## config.mk

```make
export PLATFORM = sky130hd
export DESIGN_NAME = regfile_wb_arbiter
export DESIGN_NICKNAME = d
export VERILOG_FILES = /design/src/rtl/regfile_wb_arbiter.sv
export SDC_FILE = /design/constraint.sdc
export NUM_CORES = 1
export LEC_CHECK = 0
export CORE_MARGIN = 1.5
export CORE_UTILIZATION = 40
export CTS_CLUSTER_DIAMETER = 200
export CTS_CLUSTER_SIZE = 28
export DETAILED_ROUTE_END_ITERATION = 12
export PLACE_DENSITY_LB_ADDON = 0.1
export REMOVE_ABC_BUFFERS = 1
export SLEW_MARGIN = 10
export SYNTH_ARGS = -nofsm -noshare
export SYNTH_HDL_FRONTEND = slang
export SYNTH_SLANG_ARGS = --single-unit
export TNS_END_PERCENT = 50
```

## constraint.sdc

```tcl
create_clock -name clk -period 6.7 [get_ports clk]
set_clock_uncertainty 0.2 [all_clocks]
set_input_delay 1.34 -clock clk [delete_from_list [all_inputs] [get_ports clk]]
set_output_delay 1.34 -clock clk [all_outputs]
set_load 0.03 [all_outputs]
```

## src/rtl/regfile_wb_arbiter.sv

```systemverilog
// regfile_wb_arbiter: round-robin writeback port arbiter with pending-write scoreboard.
// Define WB_FIXED_PRIO_EN for fixed priority (lowest index wins, no pointer state).
module regfile_wb_arbiter #(
  parameter int N  = 3,
  parameter int DW = 16,
  parameter int RW = 4
) (
  input  logic            clk,
  input  logic            rst_n,
  input  logic [N-1:0]    req,
  input  logic [N*RW-1:0] req_reg,
  input  logic [N*DW-1:0] req_data,
  output logic [N-1:0]    grant,
  output logic            reg_write,
  output logic [RW-1:0]   write_reg,
  output logic [DW-1:0]   write_data,
  input  logic            issue_valid,
  input  logic [RW-1:0]   issue_reg,
  input  logic [RW-1:0]   chk_reg1,
  input  logic [RW-1:0]   chk_reg2,
  output logic            busy1,
  output logic            busy2,
  output logic            issue_stall
);
  localparam int PW = $clog2(N);
  localparam int NR = 1 << RW;
  logic [PW-1:0] w_base;
  logic [N-1:0]  w_hi;
  logic [N-1:0]  w_v;
  logic [RW-1:0] w_reg;
  logic [DW-1:0] w_data;
  logic [NR-1:0] w_set;
  logic [NR-1:0] w_clr;
  logic [NR-1:0] r_pend;
`ifdef WB_FIXED_PRIO_EN
  assign w_base = '0;
`else
  logic [PW-1:0] r_ptr;
  logic [PW-1:0] w_nxt;
  assign w_base = r_ptr;
`endif
  // requests at or above the base win first; otherwise wrap to the lowest index
  assign w_hi  = req & ~((N'(1) << w_base) - N'(1));
  assign w_v   = |w_hi ? w_hi : req;
  assign grant = w_v & (~w_v + N'(1));
  always_comb begin
    w_reg  = '0;
    w_data = '0;
`ifndef WB_FIXED_PRIO_EN
    w_nxt  = r_ptr;
`endif
    for (int i = 0; i < N; i++) begin
      if (grant[i]) begin
        w_reg  = req_reg[i*RW +: RW];
        w_data = req_data[i*DW +: DW];
`ifndef WB_FIXED_PRIO_EN
        w_nxt  = (i == N - 1) ? '0 : PW'(i + 1);
`endif
      end
    end
  end
  assign issue_stall = issue_valid & r_pend[issue_reg];
  assign busy1       = r_pend[chk_reg1];
  assign busy2       = r_pend[chk_reg2];
  assign w_set       = (issue_valid && !issue_stall) ? NR'(1) << issue_reg : '0;
  assign w_clr       = |grant ? NR'(1) << w_reg : '0;
  always_ff @(posedge clk or negedge rst_n) begin
    if (!rst_n) begin
      reg_write  <= 1'b0;
      write_reg  <= '0;
      write_data <= '0;
      r_pend     <= '0;
    end else begin
      reg_write <= |grant && w_reg != '0;
      if (|grant) begin
        write_reg  <= w_reg;
        write_data <= w_data;
      end
      // set is applied after clear so a same-edge reissue stays pending; bit 0 never pends
      r_pend <= ((r_pend & ~w_clr) | w_set) & ~NR'(1);
    end
  end
`ifndef WB_FIXED_PRIO_EN
  always_ff @(posedge clk or negedge rst_n) begin
    if (!rst_n) r_ptr <= '0;
    else if (|grant) r_ptr <= w_nxt;
  end
`endif
endmodule
```

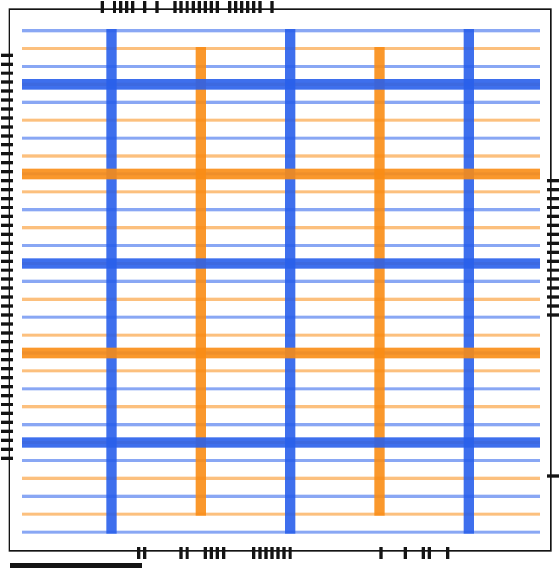
floorplan.png
Scale bar: 20 um. Pins as bars on the die edge.
VSS: shown in blue. VDD: shown in orange.
29 met1 rails follow the rows. 5 straps on met4.
worst IR drop on VDD: 160 uV
Core Area: 5990 um^2
Die Y: 82.0 um
Die X: 82.0 um

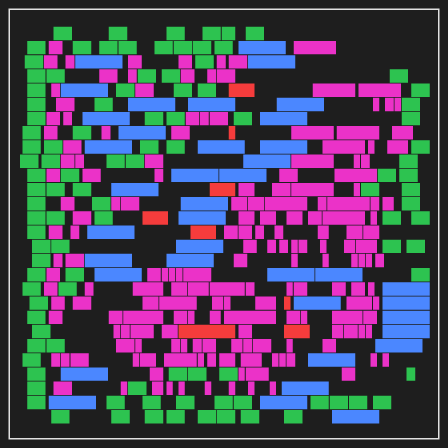
class_map.png
clock drivers and dummy loads: shown in red, cells 8, share of their area 3.0%. registers: shown in blue, cells 38, share of their area 27%. remaining logic cells: shown in magenta, cells 180, share of their area 41%. remaining buffers and delay cells: shown in green, cells 105, share of their area 29%.
fraction of area in registers: 0.259
num rows: 28
cell area after layout: 3670 um^2
final core occ: 0.613

==> impl_metrics.env <==
# flow metrics
export IMPL_htreeDepth=2
export IMPL_dr_pass1_iters=4
export IMPL_worstReg2RegStart="r_ptr[0]"
export IMPL_worstSkewPairLatency_ps=290
export IMPL_grt_max_degree=39
export IMPL_cp_max_fo=11
export IMPL_min_path_cells=1
export IMPL_cts_tree="yes"
export IMPL_synth_area_um2=2500
export IMPL_vias_per_cell=5.57
export IMPL_synth_edff_count=0
export IMPL_fin_nets=408
export IMPL_post_route_min_period_ps=5430
export IMPL_setup_violations=0
export IMPL_setup_slack_ps=1270
export IMPL_hold_class="register to register"
export IMPL_worst_pin_slew_ps=1140
export IMPL_rr_endpoint="r_pend[1]"
export IMPL_antenna_found_initial=0
export IMPL_wl_um=6700
export IMPL_post_cts_resized=0
export IMPL_ys_area_um2=2500
export IMPL_power_density_nw_per_um2=270
export IMPL_slew_violations=0
export IMPL_antenna_cells=0
export IMPL_postSynthAreaPerCell_um2=10.8
export IMPL_cp_end_kind="output port"
export IMPL_gp_congestion=0.852
export IMPL_ys_cells=231
export IMPL_syn_to_final_growth_pct=47.1
export IMPL_first_iter_violations=79
export IMPL_slew_headroom=0.240
export IMPL_path_class="input pin to output port"
export IMPL_synth_top_cells_by_count="38 x dfrtp_1, 32 x nand2_1, 19 x o21ai_0"
export IMPL_rrSetupSlack_ps=3670
export IMPL_grt_pass1_wl_um=10800
export IMPL_pre_cts_ws_ps=1260
export IMPL_status="finished, final reports clean"
export IMPL_cts_sinks=38
export IMPL_warnings=25
export IMPL_wl_per_cell_um=16.5
export IMPL_regArea_um2=951
export IMPL_p_leak_nw=1.50
export IMPL_antenna_left=0
export IMPL_largest_reg_flops=16
export IMPL_initial_core_util=0.417
export IMPL_crit_path_start="issue_reg[0]"
export IMPL_ioPinCount=105
export IMPL_logic_area_um2=1460
export IMPL_place_hpwl_um=5120
export IMPL_crit_required_ps=5160
export IMPL_portBuffers=104
export IMPL_hold_buffers=0
export IMPL_post_cts_buffers=0
export IMPL_crit_end="issue_stall"
export IMPL_startpoint_type="input pin"
export IMPL_synth_distinct_cells=50
export IMPL_yosysSeqAreaShare=0.381
export IMPL_drc=0
export IMPL_ys_flops=38
export IMPL_grt_pass1_vias=2246
export IMPL_top_cell="dfrtp_1"
export IMPL_drive_gt1_frac=0.121
export IMPL_dr_total_vias=2262
export IMPL_hold_violations=0
export IMPL_cap_viol_max_count=0
export IMPL_max_freq_mhz=184
export IMPL_yosys_warnings=0
export IMPL_grt_overflow=0
export IMPL_fillers=530
export IMPL_area_leaders="dfrtp_1 38%, mux4_2 11%, mux2i_1 6.8%"
export IMPL_synth_top_area_share=0.381
export IMPL_crit_arrival_ps=3890
export IMPL_die_area_um2=6730
export IMPL_clkTransAtPathRegs_ps=70
export IMPL_rsz0062_at_grt="false"
export IMPL_final_setup_tns_ps=0
export IMPL_syn_inst=231
export IMPL_yosys_most_used_dff="dfrtp_1"
export IMPL_finalCritPeriodShare=0.810
export IMPL_synth_largest_area_cell="dfrtp_1"
export IMPL_reg2reg_depth=6
export IMPL_async_flop_share=1.00
export IMPL_clockBufferDepth=2
export IMPL_root_buffer="clkbuf_8"
export IMPL_grt_util_all_layers=0.214
export IMPL_cts_buffers=5
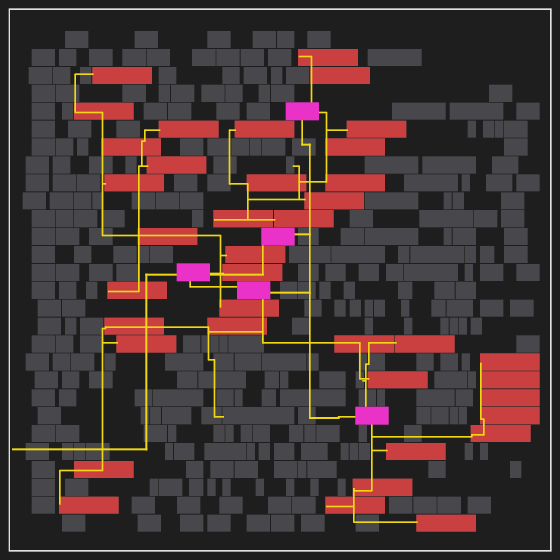
clock_wires.png
flip-flops: shown in red, count 38. clock-net drivers: shown in magenta, count 5. clock wires: shown in yellow, length 510 um.
There are 6 routed clock nets.

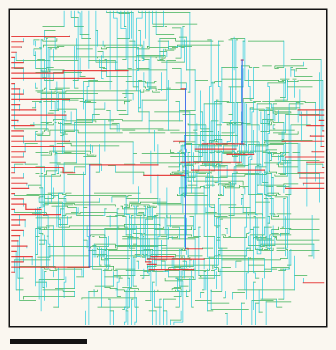
layers.png
Scale bar: 20 um.
M3: shown in red, wire length 497 um. M1: shown in green, wire length 2,790 um. M2: shown in cyan, wire length 3,330 um. M4: shown in blue, wire length 89.8 um.

==> layout by cell type, fill, tap and decap left out, types with 2 or more instances in the layout <==
cell type and n:
mux2i_1 17, nand3_1 7, inv_2 2, mux2_2 3, a22o_1 7, clkbuf_1 2
mux4_2 12, nand2_1 32, nand2b_1 4, clkbuf_8 5, o31ai_1 6, clkdlybuf4s50_1 103
nand3b_1 5, a21oi_1 3, a21o_1 4, nor2_1 6, dfrtp_1 38, a22oi_1 17
nor3_1 4, nor2b_1 2, inv_1 2, a32o_1 2, o21ai_0 19, and2_1 2
==> area by class of cell <==
cell class / instances / area share
clock buffers: 7 / 0.0208
clock inverters: 1 / 0.00817
inverters: 4 / 0.00409
multi-input cells: 176 / 0.399
flip-flops and latches: 38 / 0.259
well taps: 75 / 0.0255
repair buffers: 105 / 0.284
==> metal layers <==
layer,vias to the layer above,global-route usage,share of wire
li1,1086,-,-
met1,1080,0.269,0.42
met2,88,0.357,0.50
met3,8,0.0578,0.074
met4,0,0.0661,0.013
met5,-,0,0
==> worst min-delay path by stage <==
stage	startpoint	endpoint	slack [ps]
after floorplan	r_pend[3]	r_pend[3]	290
after global placement	write_reg[3]	write_reg[3]	260
after detailed placement	write_reg[1]	write_reg[1]	280
after CTS	write_reg[1]	write_reg[1]	300
after global routing	write_reg[1]	write_reg[1]	320
final	write_reg[2]	write_reg[2]	290
==> cell families after synthesis <==
| group | after synthesis | synth area share |
|---|---|---|
| AOI/OAI and AO/OA | 73 | 0.239 |
| xor gates and xnor gates | 1 | 0.00651 |
| buffers and inverters | 17 | 0.0331 |
| DFF | 38 | 0.381 |
| muxes | 32 | 0.190 |
| and+or+nand+nor | 70 | 0.150 |
==> through the flow <==
| step | total power [mW] | cells | util | area, um^2 | hold WS [ps] |
|---|---|---|---|---|---|
| global placement | 0.802 | 398 | 0.595 | 3570 | 263 |
| CTS | 1.00 | 406 | 0.613 | 3670 | 295 |
| detailed placement | 0.806 | 398 | 0.595 | 3570 | 279 |
| global route | 1.05 | 406 | 0.613 | 3670 | 315 |
| finish | 0.991 | 406 | 0.613 | 3670 | 289 |
| floorplan | 0.618 | 218 | - | 2430 | 290 |
==> report_power, final <==
group	switching (mW)	internal, mW
Clock	0.0778	0.111
Sequential	0.0709	0.296
Combinational	0.203	0.232
Total	0.352	0.639
==> critical path, cell delays in order <==
cell	delay (ps)
clkdlybuf4s50_1	750
mux4_2	580
mux4_2	470
and2_1	160
clkdlybuf4s50_1	580
Power and IR drop assume default switching activity.
